`src/rtl/serial_subtractor_if.sv`:
```
// serial_subtractor_if: operand/result handshake bundle for serial_subtractor (flag signals exist with SERIAL_SUB_FLAGS_EN).
interface serial_subtractor_if #(parameter int WIDTH = 32);
  logic             in_valid;
  logic             in_ready;
  logic [WIDTH-1:0] A;
  logic [WIDTH-1:0] B;
  logic             bin;
  logic             out_valid;
  logic             out_ready;
  logic [WIDTH-1:0] D;
  logic             bout;
  logic             overflow;
`ifdef SERIAL_SUB_FLAGS_EN
  logic             zero;
  logic             lt;
`endif
  modport master (
    output in_valid, A, B, bin, out_ready,
    input  in_ready, out_valid, D, bout, overflow
`ifdef SERIAL_SUB_FLAGS_EN
    , input zero, lt
`endif
  );
  modport slave (
    input  in_valid, A, B, bin, out_ready,
    output in_ready, out_valid, D, bout, overflow
`ifdef SERIAL_SUB_FLAGS_EN
    , output zero, lt
`endif
  );
endinterface

```
`src/rtl/serial_subtractor.sv`:
```
// serial_subtractor: D = A - B - bin, CHUNK bits per cycle with a registered borrow chain; SERIAL_SUB_FLAGS_EN adds zero/lt outputs.
module serial_subtractor #(
  parameter int WIDTH = 32,
  parameter int CHUNK = 8
) (
  input logic                clk,
  input logic                rst,
  serial_subtractor_if.slave bus
);
  localparam int NCH = WIDTH / CHUNK;
  localparam int IW  = NCH > 1 ? $clog2(NCH) : 1;
  localparam int MSB = WIDTH - 1;

  typedef enum logic [1:0] {IDLE, RUN, DONE} state_t;

  state_t           state_q, state_d;
  logic [WIDTH-1:0] a_q, b_q, d_q, d_nx;
  logic [IW-1:0]    idx_q;
  logic             carry_q, bout_q, ovf_q;
  logic [CHUNK-1:0] sum;
  logic             c_out, last, ovf_nx;
`ifdef SERIAL_SUB_FLAGS_EN
  logic             zero_q, lt_q;
`endif

  // Subtraction as A + ~B + carry, where the carry starts as ~bin.
  always_comb begin
    {c_out, sum} = {1'b0, a_q[int'(idx_q)*CHUNK +: CHUNK]}
                 + {1'b0, ~b_q[int'(idx_q)*CHUNK +: CHUNK]}
                 + {{CHUNK{1'b0}}, carry_q};
    d_nx = d_q;
    d_nx[int'(idx_q)*CHUNK +: CHUNK] = sum;
    last = idx_q == IW'(NCH - 1);
    ovf_nx = (a_q[MSB] != b_q[MSB]) && (d_nx[MSB] != a_q[MSB]);
  end

  always_ff @(posedge clk) begin
    if (rst) state_q <= IDLE;
    else     state_q <= state_d;
  end

  always_comb begin
    state_d = state_q == IDLE ? (bus.in_valid ? RUN : IDLE)
            : state_q == RUN  ? (last ? DONE : RUN)
            : (bus.out_ready ? IDLE : DONE);
  end

  always_comb begin
    bus.in_ready  = state_q == IDLE;
    bus.out_valid = state_q == DONE;
    bus.D         = d_q;
    bus.bout      = bout_q;
    bus.overflow  = ovf_q;
`ifdef SERIAL_SUB_FLAGS_EN
    bus.zero      = zero_q;
    bus.lt        = lt_q;
`endif
  end

  always_ff @(posedge clk) begin
    if (rst) begin
      a_q     <= '0;
      b_q     <= '0;
      d_q     <= '0;
      idx_q   <= '0;
      carry_q <= 1'b0;
      bout_q  <= 1'b0;
      ovf_q   <= 1'b0;
`ifdef SERIAL_SUB_FLAGS_EN
      zero_q  <= 1'b0;
      lt_q    <= 1'b0;
`endif
    end else if (state_q == IDLE && bus.in_valid) begin
      a_q     <= bus.A;
      b_q     <= bus.B;
      carry_q <= ~bus.bin;
      idx_q   <= '0;
    end else if (state_q == RUN) begin
      d_q     <= d_nx;
      carry_q <= c_out;
      idx_q   <= idx_q + 1'b1;
      if (last) begin
        bout_q <= ~c_out;
        ovf_q  <= ovf_nx;
`ifdef SERIAL_SUB_FLAGS_EN
        zero_q <= d_nx == '0;
        lt_q   <= d_nx[MSB] ^ ovf_nx;
`endif
      end
    end
  end
endmodule

```
`src/flat_wrapper.sv`:
```
// flat-port wrapper written by rule: the top's interface ports become plain ports
module serial_subtractor_flat 
#(
  parameter int WIDTH = 32,
  parameter int CHUNK = 8
)
  (clk, rst, bus_in_valid, bus_A, bus_B, bus_bin, bus_out_ready, bus_in_ready, bus_out_valid, bus_D, bus_bout, bus_overflow);
  serial_subtractor_if #(.WIDTH(WIDTH)) bus_i ();
  input logic clk;
  input logic rst;
  input wire logic [$bits(bus_i.in_valid)-1:0] bus_in_valid;
  input wire logic [$bits(bus_i.A)-1:0] bus_A;
  input wire logic [$bits(bus_i.B)-1:0] bus_B;
  input wire logic [$bits(bus_i.bin)-1:0] bus_bin;
  input wire logic [$bits(bus_i.out_ready)-1:0] bus_out_ready;
  output wire logic [$bits(bus_i.in_ready)-1:0] bus_in_ready;
  output wire logic [$bits(bus_i.out_valid)-1:0] bus_out_valid;
  output wire logic [$bits(bus_i.D)-1:0] bus_D;
  output wire logic [$bits(bus_i.bout)-1:0] bus_bout;
  output wire logic [$bits(bus_i.overflow)-1:0] bus_overflow;
  assign bus_i.in_valid = bus_in_valid;
  assign bus_i.A = bus_A;
  assign bus_i.B = bus_B;
  assign bus_i.bin = bus_bin;
  assign bus_i.out_ready = bus_out_ready;
  assign bus_in_ready = bus_i.in_ready;
  assign bus_out_valid = bus_i.out_valid;
  assign bus_D = bus_i.D;
  assign bus_bout = bus_i.bout;
  assign bus_overflow = bus_i.overflow;
  serial_subtractor #(.WIDTH(WIDTH), .CHUNK(CHUNK)) u_core (.clk(clk), .rst(rst), .bus(bus_i));
endmodule
```
`config.mk`:
```
export PLATFORM = sky130hd
export DESIGN_NAME = serial_subtractor_flat
export DESIGN_NICKNAME = d
export VERILOG_FILES = /design/src/rtl/serial_subtractor_if.sv /design/src/rtl/serial_subtractor.sv /design/src/flat_wrapper.sv
export SDC_FILE = /design/constraint.sdc
export NUM_CORES = 1
export LEC_CHECK = 0
export ABC_AREA = 1
export CAP_MARGIN = 20
export CORE_UTILIZATION = 50
export DETAILED_ROUTE_END_ITERATION = 10
export GPL_TIMING_DRIVEN = 0
export PLACE_DENSITY = 0.8
export SYNTH_ARGS = -nofsm -noshare
export SYNTH_HDL_FRONTEND = slang
export SYNTH_SLANG_ARGS = --single-unit
```
`constraint.sdc`:
```
create_clock -name clk -period 3.24 [get_ports clk]
set_input_delay 0.81 -clock clk [delete_from_list [all_inputs] [get_ports clk]]
set_output_delay 0.81 -clock clk [all_outputs]
set_load 0.05 [all_outputs]
```
==> results.txt, run 1 <==
run metrics: Post-synth ARST share 0%, CP cell instances inv_1 > clkbuf_4 > clkbuf_4 > nor2_1 > o22ai_1 > fa_1 > inv_1 > fa_1 > o21ai_0 > a21oi_1 > or2_2 > nand2_1 > inv_1 > nand3_1 > a21oi_1, Post-synth area hogs dfxtp_1 (45%), nor2_1 (13%), o21ai_0 (8.8%), nand2_1 (8.3%), a21oi_1 (5.0%), # Max-Cap Violations 0, Yosys reg bits 103, Hold WC Path Type flip-flop to flip-flop, largest net degree at the start of global routing 18, Multiplexer share 0%, Worst-path clk slew 0.10 ns, metal2 WL 5950 µm, Late-Pin Clk Latency 0.38 ns, Yosys cell types 39, max-slew violations 0, Arr. time, crit path 3.28 ns, Routed met3 length 881 µm, Non-Clock Buffer Area Fraction 20.0%, DR iter-0 viols 289, Power Combinational 1.00 mW, failing checks DRC, sequential power 1.45 mW, Final HPWL DP 9600 µm, Top Usage Layer GRT met2, status complete, but fails checks, Util after Layout 68.0%, largest class combinational gates, DRC 8, R2R cell count 15
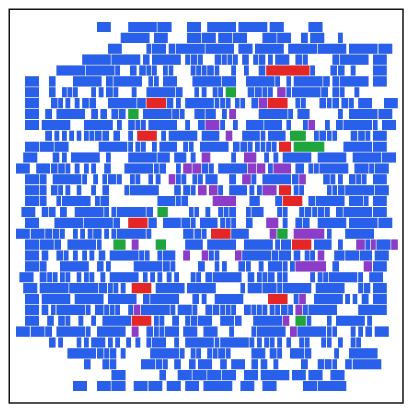
Fig. 1. Drive-strength map (run 1).
(4 px per µm)
Red is x6 and larger, cells 13, most used clkbuf_8. Green is x3 and x4, cells 9. Purple is x2, cells 39, most used buf_2. Blue is x1 and smaller, cells 690, most used nor2_1.
Non-clk bufs: 139
Syn-to-layout area delta: 30.2%
setup ws final: 0.213 ns
fin area: 6010 µm²

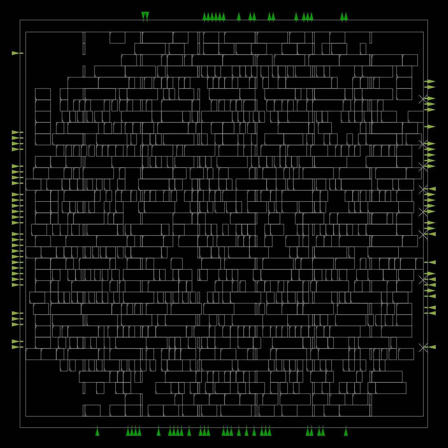
Fig. 2. Cell placement (run 1).
sequential share of cell area: 34.3%
Core Rows: 34
tap cells: 108
non-filler instance count after layout: 859

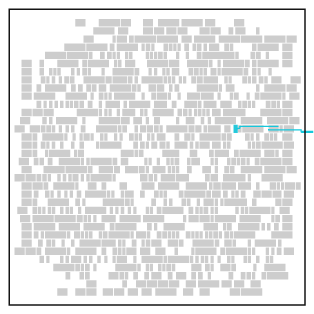
Fig. 3. I/O nets highlighted (run 1).
(3 px per µm)
Cyan is bus_bin, bits 1, direction input, edge right, end cells 1, buffers 1, wire 27.1 µm.

Fig. 4: run 1, pin map
(4 px per µm) Pins as bars across the die edge, other pins in grey.
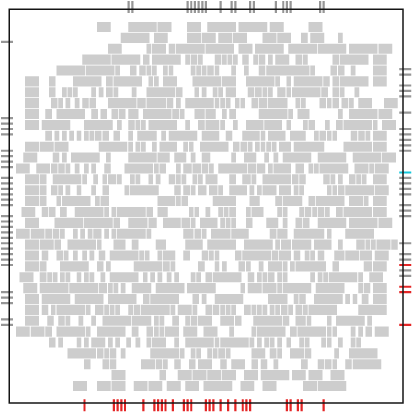

==> inputs of run 2 (changes only) <==
--- a/config.mk
+++ b/config.mk
@@ -5,7 +5,6 @@
 export SDC_FILE = /design/constraint.sdc
 export NUM_CORES = 1
 export LEC_CHECK = 0
-export ABC_AREA = 1
 export CAP_MARGIN = 20
 export CORE_UTILIZATION = 50
 export DETAILED_ROUTE_END_ITERATION = 10
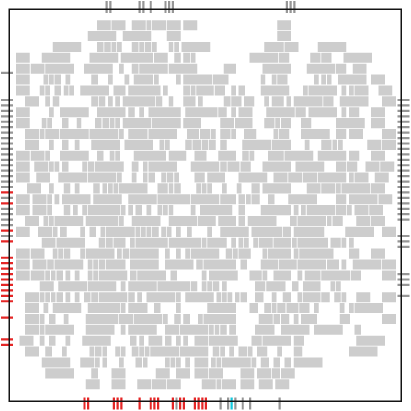
Fig. 5. Pin map (run 2).
(4 px per µm) Pins as bars across the die edge, other pins in grey.
Red is bus_B, pins 32, direction input, edge 16 left, 16 bottom. Cyan is bus_bin, pins 1, direction input, edge bottom.
All pins by edge: 40 left, 30 right, 24 bottom, 11 top.
chip height: 97.6 µm
Port Buffers: 103
Chip Width: 97.6 µm

==> run 2 against run 1 <==
The flow still finishes with violations (DRC). Register-to-register slack lost 0.02 ns. Hold slack lost 0.012 ns. Cell count shrank 14%. Area after synthesis shrank 0.95%. Sequential power shrank 6%. Sequential share of layout area grew 0.29 points.
==> results.txt, run 2 <==
run metrics: tap cells 108 (unchanged), Util after Layout 67.7% (-0.24 points), metal2 WL 5890 µm (-1.1%), largest net degree at the start of global routing 20 (+2), Post-synth ARST share 0% (unchanged), non-filler instance count after layout 742 (-14%), Multiplexer share 8.54% (+8.5 points), DRC 16 (+8), status complete, but fails checks, # Max-Cap Violations 0 (unchanged), Routed met3 length 794 µm (-9.9%), Power Combinational 0.605 mW (-40%), Top Usage Layer GRT met2, CP cell instances buf_12 > mux4_2 > fa_2 > inv_1 > fa_1 > nor2b_1 > o31a_1 > o31a_1 > a211oi_4 > a32o_1, Non-clk bufs 134 (-3.6%), DR iter-0 viols 192 (-34%), Core Rows 34 (unchanged), sequential share of cell area 34.6% (+0.29 points), Late-Pin Clk Latency 0.38 ns (about the same), max-slew violations 0 (unchanged), failing checks DRC, Arr. time, crit path 3.36 ns (+0.08 ns), Final HPWL DP 9240 µm (-3.7%), Yosys cell types 47 (+21%), sequential power 1.36 mW (-6%), fin area 5960 µm² (-0.83%)
Power is estimated from default activity; no workload was simulated.
